**Signal metal coverage by tile**

13 x 13 tiles, from white (low) to dark blue (high), scaled to the fullest tile. Values are wire area over tile area, all layers added.
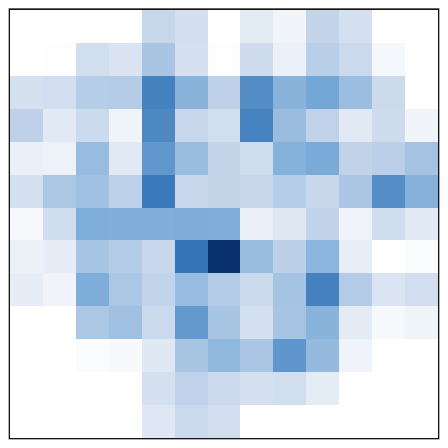
**A small window of the routed layout**

The bar under the picture is 5 um long. Region (22, 35) to (42, 55) um. Cells in gray, sequential cells in the stronger gray; small squares are vias.
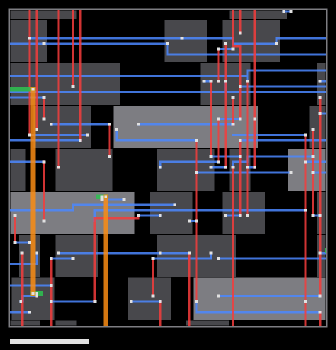
**Clock routing**

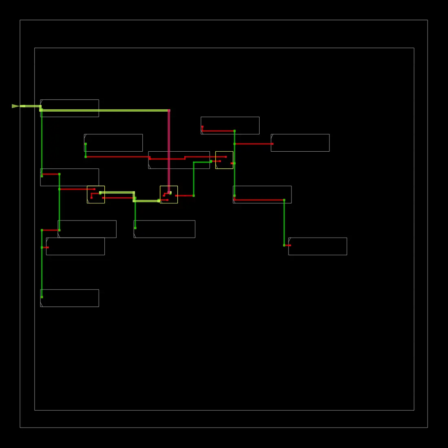
**I/O pins on the die edge**

The bar under the picture is 20 um long. Pins as bars across the die edge, other pins in gray.
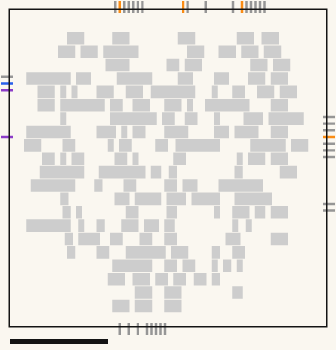
===== src/rtl/arb_pkg.sv =====
// Shared definitions for the 4-requester arbiters: requester count, index type
// and the post-reset pointer that gives requester 0 first priority.
package arb_pkg;
    localparam int NREQ  = 4;
    localparam int IDX_W = 2;

    typedef logic [IDX_W-1:0] reqIdx_t;

    // "Last granted" starts at 3 so the round-robin search begins at 0.
    localparam reqIdx_t RESET_PTR = 2'd3;
endpackage


===== src/rtl/rr_pick4.sv =====
// Combinational round-robin picker: first valid requester after ptr, searching
// ptr+1, ptr+2, ptr+3 and finally ptr itself (all mod 4).
module rr_pick4
    import arb_pkg::*;
(
    input  logic [NREQ-1:0] req_valid,
    input  reqIdx_t         ptr,
    output logic            any,
    output reqIdx_t         idx
);
    reqIdx_t cand;

    always_comb begin
        any  = 1'b0;
        idx  = '0;
        cand = '0;
        // Offset NREQ wraps to ptr, so the last granted requester is tried last.
        for (int k = 1; k <= NREQ; k++) begin
            cand = ptr + reqIdx_t'(k);
            if (!any && req_valid[cand]) begin
                any = 1'b1;
                idx = cand;
            end
        end
    end
endmodule


===== src/rtl/yMux4to1.sv =====
// Parameterised 4:1 datapath mux; sel picks which of a0..a3 drives z.
module yMux4to1 #(
    parameter int SIZE = 4
) (
    input  logic [SIZE-1:0] a0,
    input  logic [SIZE-1:0] a1,
    input  logic [SIZE-1:0] a2,
    input  logic [SIZE-1:0] a3,
    input  logic [1:0]      sel,
    output logic [SIZE-1:0] z
);
    always_comb begin
        unique case (sel)
            2'd0:    z = a0;
            2'd1:    z = a1;
            2'd2:    z = a2;
            default: z = a3;
        endcase
    end
endmodule


===== src/rtl/mux4_rr_arbiter.sv =====
// Round-robin arbiter with bounded burst lock in front of a 4:1 mux; the winning
// word is captured into a single-entry output register.
module mux4_rr_arbiter
    import arb_pkg::*;
#(
    parameter int SIZE      = 4,
    parameter int MAX_BURST = 4
) (
    input  logic            clk,
    input  logic            reset,
    input  logic [NREQ-1:0] req_valid,
    input  logic [NREQ-1:0] req_lock,
    input  logic [SIZE-1:0] req_data0,
    input  logic [SIZE-1:0] req_data1,
    input  logic [SIZE-1:0] req_data2,
    input  logic [SIZE-1:0] req_data3,
    output logic [NREQ-1:0] req_ready,
    output logic            out_valid,
    output logic [SIZE-1:0] out_data,
    output logic [IDX_W-1:0] out_src,
    input  logic            out_ready
);
    // Handshakes: a word moves when valid & ready are both high at a rising edge.
    // A source raises valid independently of ready and holds valid and data
    // unchanged until that edge; ready may depend combinationally on valid.

    localparam int CNT_W = $clog2(MAX_BURST + 1);
    localparam logic [CNT_W-1:0] BURST_LIM = CNT_W'(MAX_BURST - 1);

    reqIdx_t          ptr;
    logic [CNT_W-1:0] burstCnt;

    logic             space;
    logic             rrAny;
    reqIdx_t          rrIdx;
    logic             lockHit;
    reqIdx_t          winner;
    logic             accept;
    logic [SIZE-1:0]  muxData;

    rr_pick4 picker (
        .req_valid (req_valid),
        .ptr       (ptr),
        .any       (rrAny),
        .idx       (rrIdx)
    );

    yMux4to1 #(.SIZE(SIZE)) dataMux (
        .a0  (req_data0),
        .a1  (req_data1),
        .a2  (req_data2),
        .a3  (req_data3),
        .sel (winner),
        .z   (muxData)
    );

    // Lock only extends an existing grant, so lockHit implies rrAny.
    assign space   = !out_valid || out_ready;
    assign lockHit = req_valid[ptr] && req_lock[ptr] && (burstCnt < BURST_LIM);
    assign winner  = lockHit ? ptr : rrIdx;
    assign accept  = space && rrAny;

    always_comb begin
        req_ready = '0;
        if (accept) begin
            req_ready[winner] = 1'b1;
        end
    end

    always_ff @(posedge clk or posedge reset) begin
        if (reset) begin
            out_valid <= 1'b0;
            out_data  <= '0;
            out_src   <= '0;
            ptr       <= RESET_PTR;
            burstCnt  <= '0;
        end else if (accept) begin
            out_valid <= 1'b1;
            out_data  <= muxData;
            out_src   <= winner;
            ptr       <= winner;
            burstCnt  <= lockHit ? burstCnt + 1'b1 : '0;
        end else if (out_ready) begin
            out_valid <= 1'b0;
        end
    end
endmodule

===== config.mk =====
export PLATFORM = sky130hd
export DESIGN_NAME = mux4_rr_arbiter
export DESIGN_NICKNAME = d
export VERILOG_FILES = /design/src/rtl/arb_pkg.sv /design/src/rtl/rr_pick4.sv /design/src/rtl/yMux4to1.sv /design/src/rtl/mux4_rr_arbiter.sv
export SDC_FILE = /design/constraint.sdc
export NUM_CORES = 1
export LEC_CHECK = 0
export CELL_PAD_IN_SITES_DETAIL_PLACEMENT = 1
export CELL_PAD_IN_SITES_GLOBAL_PLACEMENT = 2
export CORE_MARGIN = 2
export CORE_UTILIZATION = 23
export DETAILED_ROUTE_END_ITERATION = 12
export GPL_ROUTABILITY_DRIVEN = 0
export PLACE_DENSITY_LB_ADDON = 0.15
export SLEW_MARGIN = 20
export SYNTH_ARGS = -nofsm -noshare
export SYNTH_HDL_FRONTEND = slang
export SYNTH_SLANG_ARGS = --single-unit

===== constraint.sdc =====
create_clock -name clk -period 2.7 [get_ports clk]
set_input_delay 0.405 -clock clk [delete_from_list [all_inputs] [get_ports clk]]
set_output_delay 0.405 -clock clk [all_outputs]
set_load 0.05 [all_outputs]

==> impl_metrics.ini <==
; implementation run metrics
[synthesis]
mux_share_pct = 16.19
top_area_share_pct = 29.99
ys_cells = 88
synth.distinct_cells = 28
aoi_share_pct = 21.44
synth_area_sq_um = 834.6
synthCells = 88
edf_count = 0
fp_nets = 116

[layout]
reg_top3 = out_data: 4 flops, burstCnt: 3 flops
layout.nonclk_buf_share_pct = 36.47
clkCellAreaFrac_pct = 1.527
largest-register = out_data
largest_class = multi-input combinational cells
layout.cells.most_common_list = clkdlybuf4s50_1, buf_4, nand2_1, dfrtp_1, mux2i_1
buffers = 54
regArea_sq_um = 302.8

[outcome]
status = finished, violations left
violations = negative setup slack

[power_and_ir_drop]
p_switching_mw = 0.7170
sequentialPowerShare_pct = 20.0
seq_power_mw = 0.311
power-top-group = combinational logic
clkPwrFrac_pct = 6.9
p_leak_nw = 0.6485
power_mw = 1.557

[critical_path]
critPathRequiredTime_ps = 2300
critPathMaxFanout = 3
crit_slowest_cell = dfstp_2
critPathCapture = req_ready[1]
path_buffers = 1

[global_routing]
grt_max_degree = 13
grt_use_met1_pct = 17.62
grt-busiest-layer = met2
grt_usage_pct = 14.14

[placement]
dp.cells = 179
io_buffers = 37
hpwl_um = 2143

[cts]
path_clk_slew_ps = 70
cts_sinks = 12
cts.repair.resized = 6
htree_levels = 1

[die]
num_tap_cells = 46

[routing]
met2WireLength_um = 1267
first_iter_violations = 17
drtAntennaViolNets = 0
drc = 0

[final_timing]
rsz0062_at_grt = true
setup_viol = 1
relSlewSlack_pct = 65.49
final.setup.worst_slack_ps = -3.352

[job]
maxCapViolations = 0
Back to the opening pictures, 'signal metal coverage by tile':
mean over tiles: 0.099
nearly empty tiles: 21%
densest ninth of the die: center
emptiest ninth of the die: lower left
fullest tile: 0.43
tiles over half the peak: 7.7%
DR vias: 872
WL/cell: 14.25 um

Back to the opening pictures, 'a small window of the routed layout':
legend:
  M1:
    color: blue
  M2:
    color: red
  M3:
    color: green
  M4:
    color: orange
sequential cells in the window: 3
netlist names of flops here include: `out_data` (2), `ptr` (1)
cells with their middle in the window: 19
most frequent: buf_4 (4), nand2_1 (3)

Back to the opening pictures, 'clock routing':
clock buffers: 3
CTS Buf Count: 3
registers: 12

Back to the opening pictures, 'I/O pins on the die edge':
legend:
  `req_data3`:
    color: orange
    pins: 4
    direction: input
    edge: 3 top, 1 right
  `out_src`:
    color: purple
    pins: 2
    direction: output
    edge: left
  `reset`:
    color: blue
    pins: 1
    direction: input
    edge: left

No activity file was given, so power comes from the tool's default toggle rates.
